**Local utilization**

Drawn at 3 px/um. The die is cut into 8 by 8 equal tiles; black is low, pale yellow is high, 0 to 100% covered.
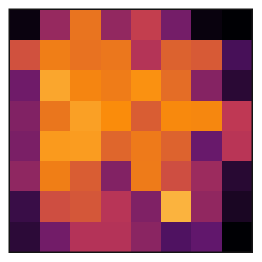
**Cell classes on the final placement**

Drawn at 4 px/um. Fill, decap, tap and diode cells in grey.
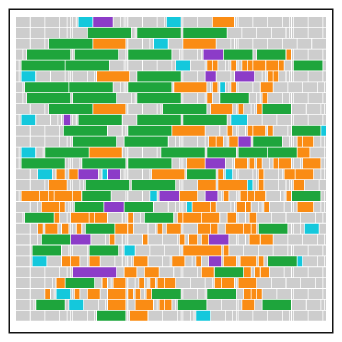
===== src/rtl/io_pkg.sv =====
`default_nettype none
// ============================================================================
// Package  : io_pkg
// Brief    : Shared types and constants for the output-port serial path.
// Revision : 1.0
// ============================================================================
package io_pkg;

    typedef enum logic [1:0] {
        IDLE  = 2'd0,
        START = 2'd1,
        DATA  = 2'd2,
        STOP  = 2'd3
    } tx_state_t;

    localparam int   UART_DATA_BITS  = 8;
    localparam logic UART_IDLE_LEVEL = 1'b1;

endpackage
`default_nettype wire


===== src/rtl/out_port_uart_tx_if.sv =====
`default_nettype none
// ============================================================================
// Interface : out_port_uart_tx_if
// Brief     : Core output-port strobe/data plus serial line and status flags.
// Revision  : 1.0
// ============================================================================
interface out_port_uart_tx_if;
    import io_pkg::*;

    logic [UART_DATA_BITS-1:0] Data_in;
    logic                      Out_En;
    logic                      TX;
    logic                      Busy;
    logic                      Full;
    logic                      Overflow;

    modport master (
        output Data_in, Out_En,
        input  TX, Busy, Full, Overflow
    );

    modport slave (
        input  Data_in, Out_En,
        output TX, Busy, Full, Overflow
    );

endinterface
`default_nettype wire


===== src/rtl/sync_fifo.sv =====
`default_nettype none
// ============================================================================
// Module   : sync_fifo
// Brief    : Single-clock FIFO, first-word-fall-through, registered count/flags.
// Revision : 1.0
// ============================================================================
module sync_fifo #(
    parameter int WIDTH = 8,
    parameter int DEPTH = 4
) (
    input  wire logic                     clk,
    input  wire logic                     rst,
    input  wire logic                     push,
    input  wire logic                     pop,
    input  wire logic [WIDTH-1:0]         din,
    output logic      [WIDTH-1:0]         dout,
    output logic      [$clog2(DEPTH):0]   count,
    output logic                          full,
    output logic                          empty
);

    localparam int              c_ptr_w      = $clog2(DEPTH);
    localparam int              c_cnt_w      = $clog2(DEPTH) + 1;
    localparam logic [c_cnt_w-1:0] c_full_count = c_cnt_w'(DEPTH);

    logic [WIDTH-1:0]   r_mem [DEPTH];
    logic [c_ptr_w-1:0] r_wr_ptr;
    logic [c_ptr_w-1:0] r_rd_ptr;
    logic [c_cnt_w-1:0] r_count;
    logic               r_full;
    logic               r_empty;
    logic               w_push;
    logic               w_pop;
    logic [c_cnt_w-1:0] w_count_next;

    // Requests are qualified against the registered flags only.
    assign w_push = push && !r_full;
    assign w_pop  = pop  && !r_empty;

    always_comb begin
        w_count_next = r_count;
        if (w_push && !w_pop) begin
            w_count_next = r_count + c_cnt_w'(1);
        end else if (!w_push && w_pop) begin
            w_count_next = r_count - c_cnt_w'(1);
        end
    end

    always_ff @(posedge clk) begin
        if (w_push) begin
            r_mem[r_wr_ptr] <= din;
        end
    end

    always_ff @(posedge clk) begin
        if (rst) begin
            r_wr_ptr <= '0;
            r_rd_ptr <= '0;
            r_count  <= '0;
            r_full   <= 1'b0;
            r_empty  <= 1'b1;
        end else begin
            if (w_push) r_wr_ptr <= r_wr_ptr + c_ptr_w'(1);
            if (w_pop)  r_rd_ptr <= r_rd_ptr + c_ptr_w'(1);
            r_count <= w_count_next;
            r_full  <= (w_count_next == c_full_count);
            r_empty <= (w_count_next == '0);
        end
    end

    assign dout  = r_mem[r_rd_ptr];
    assign count = r_count;
    assign full  = r_full;
    assign empty = r_empty;

endmodule
`default_nettype wire


===== src/rtl/out_port_uart_tx.sv =====
`default_nettype none
// ============================================================================
// Module   : out_port_uart_tx
// Brief    : Buffers core OUT bytes and sends them as contiguous 8N1 frames.
// Revision : 1.0
// ============================================================================
module out_port_uart_tx
    import io_pkg::*;
#(
    parameter int CLKS_PER_BIT = 16,
    parameter int FIFO_DEPTH   = 4
) (
    input  wire logic          CLK,
    input  wire logic          RST,
    out_port_uart_tx_if.slave  bus
);

    localparam int                 c_tmr_w      = $clog2(CLKS_PER_BIT);
    localparam int                 c_idx_w      = $clog2(UART_DATA_BITS);
    localparam int                 c_cnt_w      = $clog2(FIFO_DEPTH) + 1;
    localparam logic [c_tmr_w-1:0] c_bit_last   = c_tmr_w'(CLKS_PER_BIT - 1);
    localparam logic [c_idx_w-1:0] c_idx_last   = c_idx_w'(UART_DATA_BITS - 1);
    localparam logic [c_cnt_w-1:0] c_full_count = c_cnt_w'(FIFO_DEPTH);

    tx_state_t                 r_state;
    logic [c_tmr_w-1:0]        r_timer;
    logic [c_idx_w-1:0]        r_bit_idx;
    logic [UART_DATA_BITS-1:0] r_shift;
    logic                      r_tx;
    logic                      r_busy;
    logic                      r_overflow;

    logic [UART_DATA_BITS-1:0] w_dout;
    logic [c_cnt_w-1:0]        w_count;
    logic                      w_full;
    logic                      w_empty;
    logic                      w_push;
    logic                      w_pop;
    logic                      w_bit_done;

    assign w_bit_done = (r_timer == c_bit_last);
    assign w_push     = bus.Out_En && !w_full;
    // Head is consumed either from idle or on the last stop cycle (no gap).
    assign w_pop      = !w_empty &&
                        ((r_state == IDLE) || ((r_state == STOP) && w_bit_done));

    sync_fifo #(
        .WIDTH (UART_DATA_BITS),
        .DEPTH (FIFO_DEPTH)
    ) u_fifo (
        .clk   (CLK),
        .rst   (RST),
        .push  (bus.Out_En),
        .pop   (w_pop),
        .din   (bus.Data_in),
        .dout  (w_dout),
        .count (w_count),
        .full  (w_full),
        .empty (w_empty)
    );

    always_ff @(posedge CLK) begin
        if (RST) begin
            r_state    <= IDLE;
            r_timer    <= '0;
            r_bit_idx  <= '0;
            r_shift    <= '0;
            r_tx       <= UART_IDLE_LEVEL;
            r_busy     <= 1'b0;
            r_overflow <= 1'b0;
        end else begin
            if (bus.Out_En && (w_count == c_full_count)) begin
                r_overflow <= 1'b1;
            end
            case (r_state)
                IDLE: begin
                    r_timer <= '0;
                    if (!w_empty) begin
                        r_shift <= w_dout;
                        r_tx    <= ~UART_IDLE_LEVEL;
                        r_state <= START;
                        r_busy  <= 1'b1;
                    end else begin
                        r_tx    <= UART_IDLE_LEVEL;
                        r_busy  <= w_push;
                    end
                end
                START: begin
                    r_busy <= 1'b1;
                    if (w_bit_done) begin
                        r_timer   <= '0;
                        r_bit_idx <= '0;
                        r_tx      <= r_shift[0];
                        r_state   <= DATA;
                    end else begin
                        r_timer <= r_timer + c_tmr_w'(1);
                    end
                end
                DATA: begin
                    r_busy <= 1'b1;
                    if (w_bit_done) begin
                        r_timer <= '0;
                        r_shift <= r_shift >> 1;
                        if (r_bit_idx == c_idx_last) begin
                            r_tx    <= UART_IDLE_LEVEL;
                            r_state <= STOP;
                        end else begin
                            r_bit_idx <= r_bit_idx + c_idx_w'(1);
                            r_tx      <= r_shift[1];
                        end
                    end else begin
                        r_timer <= r_timer + c_tmr_w'(1);
                    end
                end
                STOP: begin
                    if (w_bit_done) begin
                        r_timer <= '0;
                        if (!w_empty) begin
                            r_shift <= w_dout;
                            r_tx    <= ~UART_IDLE_LEVEL;
                            r_state <= START;
                            r_busy  <= 1'b1;
                        end else begin
                            r_state <= IDLE;
                            r_busy  <= w_push;
                        end
                    end else begin
                        r_timer <= r_timer + c_tmr_w'(1);
                        r_busy  <= 1'b1;
                    end
                end
                default: begin
                    r_state <= IDLE;
                    r_tx    <= UART_IDLE_LEVEL;
                end
            endcase
        end
    end

    assign bus.TX       = r_tx;
    assign bus.Busy     = r_busy;
    assign bus.Full     = w_full;
    assign bus.Overflow = r_overflow;

endmodule
`default_nettype wire


===== src/flat_wrapper.sv =====
// flat-port wrapper written by rule: the top's interface ports become plain ports
module out_port_uart_tx_flat import io_pkg::*;
#(
    parameter int CLKS_PER_BIT = 16,
    parameter int FIFO_DEPTH   = 4
)
  (CLK, RST, bus_Data_in, bus_Out_En, bus_TX, bus_Busy, bus_Full, bus_Overflow);
  out_port_uart_tx_if bus_i ();
  input  wire logic CLK;
  input  wire logic RST;
  input wire logic [$bits(bus_i.Data_in)-1:0] bus_Data_in;
  input wire logic [$bits(bus_i.Out_En)-1:0] bus_Out_En;
  output wire logic [$bits(bus_i.TX)-1:0] bus_TX;
  output wire logic [$bits(bus_i.Busy)-1:0] bus_Busy;
  output wire logic [$bits(bus_i.Full)-1:0] bus_Full;
  output wire logic [$bits(bus_i.Overflow)-1:0] bus_Overflow;
  assign bus_i.Data_in = bus_Data_in;
  assign bus_i.Out_En = bus_Out_En;
  assign bus_TX = bus_i.TX;
  assign bus_Busy = bus_i.Busy;
  assign bus_Full = bus_i.Full;
  assign bus_Overflow = bus_i.Overflow;
  out_port_uart_tx #(.CLKS_PER_BIT(CLKS_PER_BIT), .FIFO_DEPTH(FIFO_DEPTH)) u_core (.CLK(CLK), .RST(RST), .bus(bus_i));
endmodule

===== config.mk =====
export PLATFORM = sky130hd
export DESIGN_NAME = out_port_uart_tx_flat
export DESIGN_NICKNAME = d
export VERILOG_FILES = /design/src/rtl/io_pkg.sv /design/src/rtl/out_port_uart_tx_if.sv /design/src/rtl/sync_fifo.sv /design/src/rtl/out_port_uart_tx.sv /design/src/flat_wrapper.sv
export SDC_FILE = /design/constraint.sdc
export NUM_CORES = 1
export LEC_CHECK = 0
export CAP_MARGIN = 10
export CORE_UTILIZATION = 45
export CTS_CLUSTER_SIZE = 14
export DETAILED_ROUTE_END_ITERATION = 6
export GPL_TIMING_DRIVEN = 0
export SKIP_LAST_GASP = 1
export SYNTH_ARGS = -nofsm -noshare
export SYNTH_HDL_FRONTEND = slang
export SYNTH_SLANG_ARGS = --single-unit

===== constraint.sdc =====
create_clock -name CLK -period 2.5 [get_ports CLK]
set_input_delay 0.625 -clock CLK [delete_from_list [all_inputs] [get_ports CLK]]
set_output_delay 0.625 -clock CLK [all_outputs]
set_load 0.05 [all_outputs]

==> results.tsv <==
stage	metric	value	unit
route	post-detailed-route via-to-cell ratio	5.21	
hold_path	endpoint of the worst hold-timing path	u_core.r_timer[0]	
cts	clock insertion delay at the later pin of the skew report	0.34	ns
outcome	run status	finished clean	
cts	master cell of the clock root buffer	sky130_fd_sc_hd__clkbuf_8	
final_timing	final-report setup violation count	0	
final_timing	setup_tns	0	ns
pwr	Sequential Power Share	39.2	%
global_routing	wire length of the first global-routing pass	8200	um
job	Max Cap Viol	0	
worst_setup_path	critical path type	flop to output pin	
worst_setup_path	Register-to-Register Setup Slack	0.49	ns
final_timing	final worst path period share	84.7	%
cts	number of buffers on the longest clock path	2	
pwr	standby leakage power	1.15	nW
final_timing	setup repair after global routing missed its margin	false	
route	Detailed Route Iter0 Violations	75	
final_layout	flip-flop count of the largest register after layout	32	
final_layout	registers with the most flip-flops	u_core.u_fifo.r_mem: 32 flops, u_core.r_shift: 8 flops, u_core.r_timer: 4 flops	
global_routing	overall global routing resource usage	17.4	%
yosys	fraction of registers with async set or reset after synthesis	0	%
worst_setup_path	kind of cell adding the most delay to the critical path	buffers and inverters	
final_layout	Seq. cell area	1580	um2
worst_setup_path	slowest cell delay on critical path	0.81	ns
global_routing	number of global-route vias before repair	1685	
job	count of tool warnings	36	
worst_setup_path	number of gates on the worst path with buffers counted	1	
worst_setup_path	end of the critical path	bus_Full	
cts	hold-fix buffers at CTS	0	
route	Initial DRT Pass Iterations	4	
floorplanning	number of well taps	75	
final_layout	Signal buf overhead	5.67	%
final_layout	area growth from synthesis to layout	15.3	%
final_layout	total of plain and repair buffers excluding clock buffers	23	
route	remaining routing DRC violations	0	
yosys	number of distinct library cells after synthesis	43	
hold_path	origin of the worst min-delay path	u_core.r_timer[0]	
global_routing	pin count of the biggest net entering global routing	14	
worst_setup_path	launch point of the worst reg-to-reg path	u_core.r_state[0]	
worst_setup_path	Worst Setup SP	u_core.u_fifo.full	
cts	CTS buffer count	9	
worst_setup_path	Worst R2R End	u_core.r_state[0]	
cts	clk slew on worst S/H paths	0.08	ns
place	RD Place Congestion	0.713	
floorplanning	width of the die	80.5	um
final_layout	leading cell types in the layout, fill and taps excluded	sky130_fd_sc_hd__edfxtp_1, sky130_fd_sc_hd__nor2_1, sky130_fd_sc_hd__dfxtp_1	
final_layout	flip-flops	63	
pwr	Internal	2.25	mW
pwr	ratio of total power to cell area	1080	nW/um2
hold_path	class of the worst hold path	flop to flop	
final_layout	clock buf count	9	
route	via count	1692	
route	Post-Route WL	4720	um
final_layout	multi-input gate count	139	
place	number of instances in the placed design	309	
final_layout	clk cell area share	6.30	%
final_layout	comb. cell area	1110	um2
worst_setup_path	startpoint class of the critical path	flop	
global_routing	global route total overflow	0	
pwr	Clk pwr share	26.1	%
final_timing	crit path setup slack, layout	0.381	ns
final_layout	Finished Layout Cells	325	
pwr	P_seq	1.36	mW
yosys	mean cell area of the mapped netlist	12.6	um2
worst_setup_path	worst path cell trace	clkdlybuf4s50_1	
place	sum of net half-perimeters after detailed placement	3170	um
yosys	net count entering floorplan	248	
cts	# resized after CTS	0	
worst_setup_path	data arrival at the endpoint of the critical path	1.49	ns
yosys	number of warnings printed during yosys synthesis	0	
final_layout	Largest area class, layout	sequential cells	
route	routed wire length per instance	14.5	um
final_layout	number of nets in the layout	272	
pwr	power in combinational cells	1.20	mW
pwr	total power	3.46	mW
yosys	most frequently used flop master after synthesis	sky130_fd_sc_hd__edfxtp_1	
yosys	Post-Synthesis Cell Area	2770	um2
final_layout	proportion of layout cells with a drive suffix above 1	16.0	%
yosys	synthesized instance count	221	
cts	Sink Count	63	
final_layout	number of inverters outside the clock class in the layout	9	
worst_setup_path	maximum fanout along the worst path	3	
place	placed instance area	3000	um2
worst_setup_path	endpoint required time on the critical path	1.88	ns
floorplanning	die outline area	6480	um2
yosys	biggest combinational cell group after synthesis	simple AND/OR/NAND/NOR gates	
yosys	compound-cell area share of the yosys netlist	11.2	%
final_timing	worst-case clock skew	0.00953	ns
final_layout	most frequent logic cell in the layout	sky130_fd_sc_hd__edfxtp_1	
final_timing	Achievable Freq	472	MHz
## Picture notes: 'local utilization'
fullest tile	84%
nearly empty tiles	3.1%
tiles over 75% full	11%
Initial Utilization: 46.9%
final core occ: 54.0%
Core Region: 5920 um2

## Picture notes: 'cell classes on the final placement'
class	colour	cells
all other logic	orange	148
flip-flops	green	63
other buffers and delay cells	cyan	23
clock drivers and dummy loads	purple	16
share of cell area taken by flip-flops and latches: 49.4%
standard-cell rows: 28

[per-layer routing]
metal  up-vias  global-route usage [%]  wire (um)
li1        855                       -          -
met1       805                    23.3       2410
met2        25                    25.6       2090
met3         7                    5.45        136
met4         0                    8.04         82
met5         -                       0          0
[synthesized netlist by cell type, types with 2 or more instances]
library cell | n | share of area [%]
sky130_fd_sc_hd__a22oi_1 | 3 | 0.81
sky130_fd_sc_hd__ha_1 | 16 | 7.2
sky130_fd_sc_hd__nor3_1 | 3 | 0.54
sky130_fd_sc_hd__a31oi_1 | 2 | 0.45
sky130_fd_sc_hd__and2_1 | 4 | 0.90
sky130_fd_sc_hd__mux2i_1 | 2 | 0.72
sky130_fd_sc_hd__a211oi_1 | 3 | 0.81
sky130_fd_sc_hd__edfxtp_1 | 32 | 35
sky130_fd_sc_hd__a311oi_1 | 6 | 1.9
sky130_fd_sc_hd__o21ai_0 | 5 | 0.90
sky130_fd_sc_hd__clkbuf_1 | 6 | 0.81
sky130_fd_sc_hd__xor2_1 | 3 | 0.95
sky130_fd_sc_hd__nand3_1 | 3 | 0.54
sky130_fd_sc_hd__mux4_2 | 8 | 6.5
sky130_fd_sc_hd__a22oi_2 | 2 | 0.90
sky130_fd_sc_hd__a22o_1 | 2 | 0.63
sky130_fd_sc_hd__nand2b_1 | 2 | 0.45
sky130_fd_sc_hd__inv_1 | 9 | 1.2
sky130_fd_sc_hd__a21oi_1 | 3 | 0.54
sky130_fd_sc_hd__xnor2_1 | 4 | 1.3
sky130_fd_sc_hd__dfxtp_1 | 31 | 22
sky130_fd_sc_hd__buf_2 | 2 | 0.36
sky130_fd_sc_hd__nand2_1 | 19 | 2.6
sky130_fd_sc_hd__a311oi_2 | 2 | 1.1
sky130_fd_sc_hd__nor2_1 | 31 | 4.2
No activity file was given, so power comes from the tool's default toggle rates.
